Design demux_dispatcher, sky130hd; sources not shown.
### Signal wires by layer

Two of the layers only.
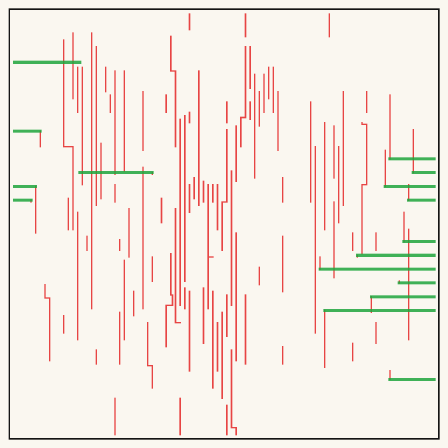
- red: M2 (wire length 622 um)
- green: M3 (wire length 80.3 um)
total length of routed wires: 1.27 mm
combined global-route utilization of all metal layers: 17.2%

### Placement density heat map

Scale bar: 10 um. 8 x 8 tiles, from white (low) to dark blue (high), 0 to 100% covered.
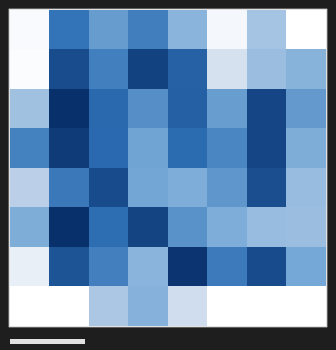
- densest ninth of the die: west
- tiles over 75% full: 30%
- fullest tile: 100%
core region area: 1510 um2
core utilization before placement: 47.3%

### Signal wires on met1

Supply wires on this layer in gray.
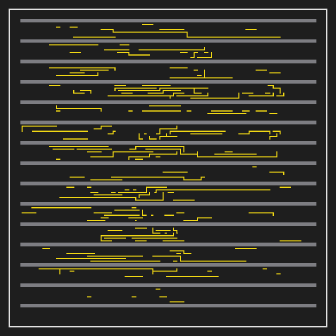
- longest straight run: 15.2 um
- wire length on this layer: 554 um
- share of all routed wire: 44%
- main direction: horizontal
- nets with wire on the layer: 78
global routing usage on met1: 20.3%
Via Count: 517

==> results.sh <==
# implementation run metrics
export IMPL_gp_congestion=0.694
export IMPL_placed_cells=93
export IMPL_gr_max_usage_layer="met2"
export IMPL_n_multi_input_combinational_cell=41
export IMPL_mappedNetlistArea_um2=712
export IMPL_post_route_period_util_pct=97.4
export IMPL_non_clock_inverter_count=2
export IMPL_p_int_w=0.000746
export IMPL_cp_max_fo=7
export IMPL_cp_start_kind="flop"
export IMPL_clock_network_latency_to_the_later_pin_of_the_worst_skew_pair_ns=0.27
export IMPL_enable_flop_cells=0
export IMPL_worstSetupPathDepth=3
export IMPL_area_share_sequential_pct=30.6
export IMPL_worst_path_max_delay_cell="sky130_fd_sc_hd__clkdlybuf4s50_1"
export IMPL_p_clk_share_pct=13.1
export IMPL_clock_area_share_pct=3.70
export IMPL_netlist_instances=57
export IMPL_final_antenna_net_count=0
export IMPL_post_synth_num_cell_types=28
export IMPL_diodes=0
export IMPL_netlist_top_cells_count="sky130_fd_sc_hd__dfrtp_1 (12), sky130_fd_sc_hd__nor2_1 (5), sky130_fd_sc_hd__a221o_1 (4), sky130_fd_sc_hd__and3_1 (4), sky130_fd_sc_hd__mux2_1 (4)"
export IMPL_min_path_cells=1
export IMPL_status="complete, no violations"
export IMPL_drt_initial_drc_count=2
export IMPL_nets_in_the_synthesized_netlist=70
export IMPL_non_clock_buffer_area_share_pct=22.8
export IMPL_vdd_ir_drop_max_uv=594
export IMPL_synth_cells_yosys=57
export IMPL_top_achievable_clock_speed_ghz=0.428
export IMPL_portBuffers=20
==> what timing repair did <==
| action | 4_1_cts | 5_1_grt |
|---|---|---|
| resized | 2 | 2 |
| pin swaps | 0 | 0 |
| hold buffers | 0 | 0 |
| gates cloned | 0 | 0 |
| endpoints found under the setup margin | 1 | 2 |
==> cell families (layout without fill, tap and decap cells) <==
family / Yosys count / in the layout / synth area share [%]
buf+inv: 4 / 28 / 3.69
fa+ha+maj: 1 / 1 / 1.76
flops: 12 / 12 / 42.2
compound gates: 12 / 12 / 16.7
mux: 10 / 10 / 20.0
simple gates: 17 / 17 / 15.1
other cells: 1 / 1 / 0.527
==> layer usage <==
layer	share of wire [%]	vias up
met5	0	-
met4	0.79	0
met3	6.3	2
met2	49	15
met1	44	240
li1	-	260
